Met3 routing:
(8 px per µm)
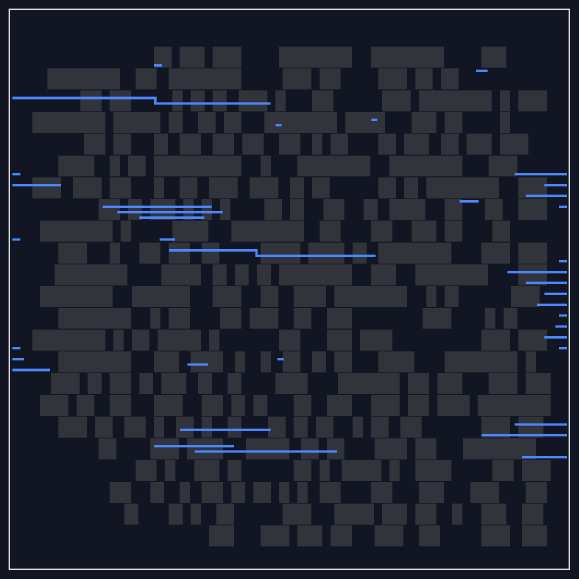
Met2 routing:
(6 px per µm)
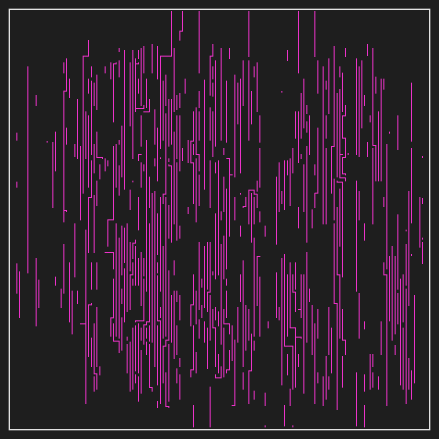
$ cat src/rtl/tl_pkg.sv
// rtl/tl_pkg.sv - phase codes and sequence helpers for the traffic light monitor
package tl_pkg;

    typedef enum logic [2:0] {
        PH_OFF = 3'd0,
        PH_HGS = 3'd1,
        PH_HGL = 3'd2,
        PH_HGR = 3'd3,
        PH_HY  = 3'd4,
        PH_FG  = 3'd5,
        PH_FY  = 3'd6,
        PH_BAD = 3'd7
    } phase_t;

    typedef enum logic {
        ST_UNSYNC = 1'b0,
        ST_SYNCED = 1'b1
    } mon_state_t;

    // Legal successor in the light cycle; OFF/BAD have none
    function automatic phase_t next_phase(input phase_t p);
        case (p)
            PH_HGS:  next_phase = PH_HGL;
            PH_HGL:  next_phase = PH_HGR;
            PH_HGR:  next_phase = PH_HY;
            PH_HY:   next_phase = PH_FG;
            PH_FG:   next_phase = PH_FY;
            PH_FY:   next_phase = PH_HGS;
            default: next_phase = PH_OFF;
        endcase
    endfunction

    // Yellow phases use the yellow minimum, everything else the green one
    function automatic logic [31:0] min_dwell(input phase_t p,
                                              input logic [31:0] min_green,
                                              input logic [31:0] min_yellow);
        case (p)
            PH_HY, PH_FY: min_dwell = min_yellow;
            default:      min_dwell = min_green;
        endcase
    endfunction

endpackage

$ cat src/rtl/tl_lamp_decode.sv
// rtl/tl_lamp_decode.sv - combinational decode of eight lamp lines into a phase code
module tl_lamp_decode
    import tl_pkg::*;
(
    input  logic       i_hgs,
    input  logic       i_hgl,
    input  logic       i_hgr,
    input  logic       i_hy,
    input  logic       i_hr,
    input  logic       i_fg,
    input  logic       i_fy,
    input  logic       i_fr,
    output logic [2:0] o_phase
);

    logic [7:0] w_lamps;

    assign w_lamps = {i_hgs, i_hgl, i_hgr, i_hy, i_hr, i_fg, i_fy, i_fr};

    // Only the exact legal lamp patterns map to a phase; anything else is BAD
    always_comb begin
        o_phase = PH_BAD;
        case (w_lamps)
            8'b0000_0000: o_phase = PH_OFF;
            8'b1000_0001: o_phase = PH_HGS;
            8'b0100_0001: o_phase = PH_HGL;
            8'b0010_0001: o_phase = PH_HGR;
            8'b0001_0001: o_phase = PH_HY;
            8'b0000_1100: o_phase = PH_FG;
            8'b0000_1010: o_phase = PH_FY;
            default:      o_phase = PH_BAD;
        endcase
    end

endmodule

$ cat src/rtl/traffic_light_monitor.sv
// rtl/traffic_light_monitor.sv - passive phase-sequence and dwell checker for traffic_light
module traffic_light_monitor
    import tl_pkg::*;
#(
    parameter int unsigned MIN_GREEN  = 2,
    parameter int unsigned MIN_YELLOW = 2,
    parameter int unsigned MAX_PHASE  = 64,
    parameter int unsigned DW         = $clog2(MAX_PHASE + 1)
) (
    input  logic          clk,
    input  logic          reset,
    input  logic          HGS,
    input  logic          HGL,
    input  logic          HGR,
    input  logic          HY,
    input  logic          HR,
    input  logic          FG,
    input  logic          FY,
    input  logic          FR,
    input  logic          err_clr,
    output logic [2:0]    phase,
    output logic          synced,
    output logic          err_pattern,
    output logic          err_seq,
    output logic          err_dwell,
    output logic          err_sticky,
    output logic [7:0]    cycle_cnt,
    output logic [DW-1:0] dwell
);

    localparam logic [DW-1:0] L_DWELL_ONE = DW'(1);
    localparam logic [DW-1:0] L_DWELL_MAX = DW'(MAX_PHASE);

    logic [2:0]    w_code_raw;
    phase_t        w_code;

    mon_state_t    r_state;
    phase_t        r_phase;
    logic [DW-1:0] r_dwell;
    logic          r_first;
    logic [7:0]    r_cycle_cnt;
    logic          r_err_pattern;
    logic          r_err_seq;
    logic          r_err_dwell;
    logic          r_err_sticky;

    mon_state_t    w_state_nxt;
    phase_t        w_phase_nxt;
    logic [DW-1:0] w_dwell_nxt;
    logic          w_first_nxt;
    logic [7:0]    w_cycle_cnt_nxt;
    logic          w_err_pattern;
    logic          w_err_seq;
    logic          w_err_dwell;
    logic          w_err_sticky_nxt;

    tl_lamp_decode u_decode (
        .i_hgs   (HGS),
        .i_hgl   (HGL),
        .i_hgr   (HGR),
        .i_hy    (HY),
        .i_hr    (HR),
        .i_fg    (FG),
        .i_fy    (FY),
        .i_fr    (FR),
        .o_phase (w_code_raw)
    );

    assign w_code = phase_t'(w_code_raw);

    // Sync tracking, dwell/cycle bookkeeping and error classification for this sample
    always_comb begin
        w_state_nxt     = r_state;
        w_phase_nxt     = r_phase;
        w_dwell_nxt     = r_dwell;
        w_first_nxt     = r_first;
        w_cycle_cnt_nxt = r_cycle_cnt;
        w_err_pattern   = 1'b0;
        w_err_seq       = 1'b0;
        w_err_dwell     = 1'b0;
        case (r_state)
            ST_UNSYNC: begin
                if (w_code == PH_BAD) begin
                    w_err_pattern = 1'b1;
                end else if (w_code != PH_OFF) begin
                    // First phase after lock may be partial, so it is exempt from the minimum
                    w_state_nxt = ST_SYNCED;
                    w_phase_nxt = w_code;
                    w_dwell_nxt = L_DWELL_ONE;
                    w_first_nxt = 1'b1;
                end
            end
            ST_SYNCED: begin
                if (w_code == PH_OFF || w_code == PH_BAD) begin
                    w_err_pattern = 1'b1;
                    w_state_nxt   = ST_UNSYNC;
                    w_phase_nxt   = PH_OFF;
                    w_dwell_nxt   = '0;
                    w_first_nxt   = 1'b0;
                end else if (w_code == r_phase) begin
                    if (r_dwell != L_DWELL_MAX) begin
                        w_dwell_nxt = r_dwell + L_DWELL_ONE;
                        w_err_dwell = (r_dwell == L_DWELL_MAX - L_DWELL_ONE);
                    end
                end else if (w_code == next_phase(r_phase)) begin
                    w_err_dwell = !r_first &&
                                  (32'(r_dwell) < min_dwell(r_phase, MIN_GREEN, MIN_YELLOW));
                    if (r_phase == PH_FY) begin
                        w_cycle_cnt_nxt = r_cycle_cnt + 8'd1;
                    end
                    w_phase_nxt = w_code;
                    w_dwell_nxt = L_DWELL_ONE;
                    w_first_nxt = 1'b0;
                end else begin
                    // Out-of-order jump: relock on the new phase and treat it as partial
                    w_err_seq   = 1'b1;
                    w_phase_nxt = w_code;
                    w_dwell_nxt = L_DWELL_ONE;
                    w_first_nxt = 1'b1;
                end
            end
            default: begin
                w_state_nxt = ST_UNSYNC;
                w_phase_nxt = PH_OFF;
                w_dwell_nxt = '0;
                w_first_nxt = 1'b0;
            end
        endcase
        // A new error outranks a simultaneous clear
        w_err_sticky_nxt = (r_err_sticky & ~err_clr) | w_err_pattern | w_err_seq | w_err_dwell;
    end

    // Register all tracked state and error pulses
    always_ff @(posedge clk or negedge reset) begin
        if (!reset) begin
            r_state       <= ST_UNSYNC;
            r_phase       <= PH_OFF;
            r_dwell       <= '0;
            r_first       <= 1'b0;
            r_cycle_cnt   <= 8'd0;
            r_err_pattern <= 1'b0;
            r_err_seq     <= 1'b0;
            r_err_dwell   <= 1'b0;
            r_err_sticky  <= 1'b0;
        end else begin
            r_state       <= w_state_nxt;
            r_phase       <= w_phase_nxt;
            r_dwell       <= w_dwell_nxt;
            r_first       <= w_first_nxt;
            r_cycle_cnt   <= w_cycle_cnt_nxt;
            r_err_pattern <= w_err_pattern;
            r_err_seq     <= w_err_seq;
            r_err_dwell   <= w_err_dwell;
            r_err_sticky  <= w_err_sticky_nxt;
        end
    end

    assign phase       = r_phase;
    assign synced      = (r_state == ST_SYNCED);
    assign err_pattern = r_err_pattern;
    assign err_seq     = r_err_seq;
    assign err_dwell   = r_err_dwell;
    assign err_sticky  = r_err_sticky;
    assign cycle_cnt   = r_cycle_cnt;
    assign dwell       = r_dwell;

endmodule

$ cat config.mk
export PLATFORM = sky130hd
export DESIGN_NAME = traffic_light_monitor
export DESIGN_NICKNAME = d
export VERILOG_FILES = /design/src/rtl/tl_pkg.sv /design/src/rtl/tl_lamp_decode.sv /design/src/rtl/traffic_light_monitor.sv
export SDC_FILE = /design/constraint.sdc
export NUM_CORES = 1
export LEC_CHECK = 0
export CELL_PAD_IN_SITES_DETAIL_PLACEMENT = 1
export CELL_PAD_IN_SITES_GLOBAL_PLACEMENT = 1
export CORE_MARGIN = 2
export CORE_UTILIZATION = 43
export CTS_CLUSTER_DIAMETER = 80
export DETAILED_ROUTE_END_ITERATION = 6
export GPL_ROUTABILITY_DRIVEN = 0
export PLACE_DENSITY_LB_ADDON = 0.1
export SETUP_SLACK_MARGIN = 0.05
export SLEW_MARGIN = 25
export SYNTH_ARGS = -nofsm -noshare
export SYNTH_HDL_FRONTEND = slang
export SYNTH_SLANG_ARGS = --single-unit
$ cat constraint.sdc
create_clock -name clk -period 3.29 [get_ports clk]
set_input_delay 0.329 -clock clk [delete_from_list [all_inputs] [get_ports clk]]
set_output_delay 0.329 -clock clk [all_outputs]
set_load 0.05 [all_outputs]
==> out/results.ini <==
[placed_design]
portBuffers = 33

[drt]
met1_length_um = 2690
route.met3.wl_um = 212
top_layer = met4
ant_nets = 0
drtIter0Drc = 82
wl_met2_um = 2900
avgRoutedWirePerCell_um = 19.8

[cts]
clk_pin_slew_ps = 90
htreeDepth = 1
cts-buffers-inserted = 3
clkLatencyLatePin_ps = 280
cts-root-buf = clkbuf_8
ctsResizeCount = 0
cts_tree = done
post_cts_buffers = 0

[sta]
relSlewSlack_pct = 63.9
setup_viol = 0
fmax_mhz = 338
period_used_pct = 89.9
hold_violations = 0
fin_setup_tns_ps = 0
layout_min_cycle_time_ps = 2960
worst_pin_slew_ps = 542
drv_slew = 0

[power]
leakagePower_nw = 0.938
p_seq_w = 0.000357
switching_share_pct = 35.6
pg_clk_w = 0.000264
seq_power_share_pct = 38.6
p_sw_w = 0.000329
power.density_nw_per_um2 = 388
peakVddDrop_v = 0.000294
clock_power_share_pct = 28.5

[synthesis]
synthFlopType = dfrtp_1
synth.top_cells.by_area = dfrtp_1 (32%), xnor2_1 (4.2%), nand4_1 (3.4%), nor2_1 (2.8%), and3_1 (2.7%)
ys_seq_share_pct = 32.2
syn_nets = 218
syn_area_um2 = 1860
ys_sh_mux_pct = 1.81
top_cell_area_share_pct = 32.2
avgSynthCellArea_um2 = 9.13
synth_cell_types = 62
synth-edff-count = 0
adder_share_pct = 2.01
synthTopLogicFamily = simple AND/OR/NAND/NOR gates
synthCells = 204
ys_warn_count = 0
synth-simple-area-share_pct = 31.3
synthAoiAreaFrac_pct = 20.9
async_reset_ff_share_pct = 100
ys_sh_xor_pct = 6.11
top_area_cell = dfrtp_1
yosys-top-cells-count = dfrtp_1 (24), nor2_1 (14), nand2_1 (10), nand4_1 (10)

[final_layout]
antenna_cells_inserted = 0
area_growth_pct = 27.9
finalNetCount = 262

[floorplan]
die_w_um = 69.8
die_y_um = 69.8
die_area_um2 = 4870
initCoreUtil_pct = 45.6
coreArea_um2 = 4090
row_count = 23

[global_routing]
grt_overflow = 0
antenna_found_initial = 0
busiest_layer = met2
grt_first_pass_wirelength_um = 9970
grt_max_degree = 25
gr-usage-met1_pct = 34.1

[critical_path]
regToRegEndpoint = cycle_cnt[1]
cp_slowest_cell = nor4b_1
cp.required_ps = 3460
crit_chain = clkdlybuf4s50_1 > nor4b_1 > nor2b_4 > a211oi_2 > or3_1 > a221oi_2 > and3_1 > mux2_1
critPathKind = in -> reg
r2r_cells = 7
startpoint = HGR
critPathMaxStageDelay_ps = 570
cp.arrival_ps = 3130
r2r_slack_ps = 820

[outcome]
status = finished, final reports clean

Notes on 'met3 routing' above:
34 nets have wire on it. The layer holds 3.6% of the routed length. The layer carries 213 µm of wire. The wires run mostly horizontal.
final wirelength: 5880 µm
met3 usage: 3.78%

Notes on 'met2 routing' above:
The layer holds 49% of the routed length. The wires run mostly vertical. 244 nets have wire on it.
via count: 1813
M2 GR Usage: 42.3%

-- through the flow --
stage	instances	worst slack (ps)	utilization, %	hold slack (ps)
after global placement	293	171	56.7	463
after global routing	297	115	58.3	58.5
after detailed placement	293	42.6	56.7	496
final	297	332	58.3	19.9
after floorplan	204	665	-	33.4
after CTS	297	309	58.4	509
-- worst min-delay path by stage --
stage | from | end
6_report | reset | err_pattern
5_1_grt | reset | err_pattern
4_1_cts | cycle_cnt[7] | cycle_cnt[7]
3_5_place_dp | cycle_cnt[7] | cycle_cnt[7]
3_3_place_gp | cycle_cnt[7] | cycle_cnt[7]
2_1_floorplan | reset | cycle_cnt[0]
-- flip-flops by register name, summed over array words and instances, names as in the netlist --
register,flops
cycle_cnt,8
dwell,7
err_dwell,1
err_pattern,1
err_seq,1
err_sticky,1
phase,3
r_first,1
synced,1
-- critical path, delay by kind of cell --
family / cells / cell delay, ps
AOI/OAI and AO/OA: 2 / 380
buffers and inverters: 1 / 550
muxes: 1 / 320
and+or+nand+nor: 4 / 1540
-- layout by cell type, fill, tap and decap left out, drive strengths merged, types with 3 or more instances in the layout --
cell	instances
nor3	8
and3	8
nor2	14
or2	3
a211oi	6
o21a	3
inv	8
clkbuf	3
xor2	4
nand2b	6
o21ai	7
nor4	6
nor3b	4
o31ai	3
dfrtp	24
nand3	9
nand4	11
nor4b	3
clkdlybuf4s50	32
nand2	10
o22ai	3
buf	19
ha	3
mux2	3
or4	4
xnor2	9
a21oi	6
-- final cells by class --
type	count	area [µm²]
clock buffer	3	41.3
timing repair buffer	51	460
fill	475	1700
tap	50	62.6
sequential	24	601
inverter	8	30.0
multi-input combinational	160	1160
clock inverter	1	30.0
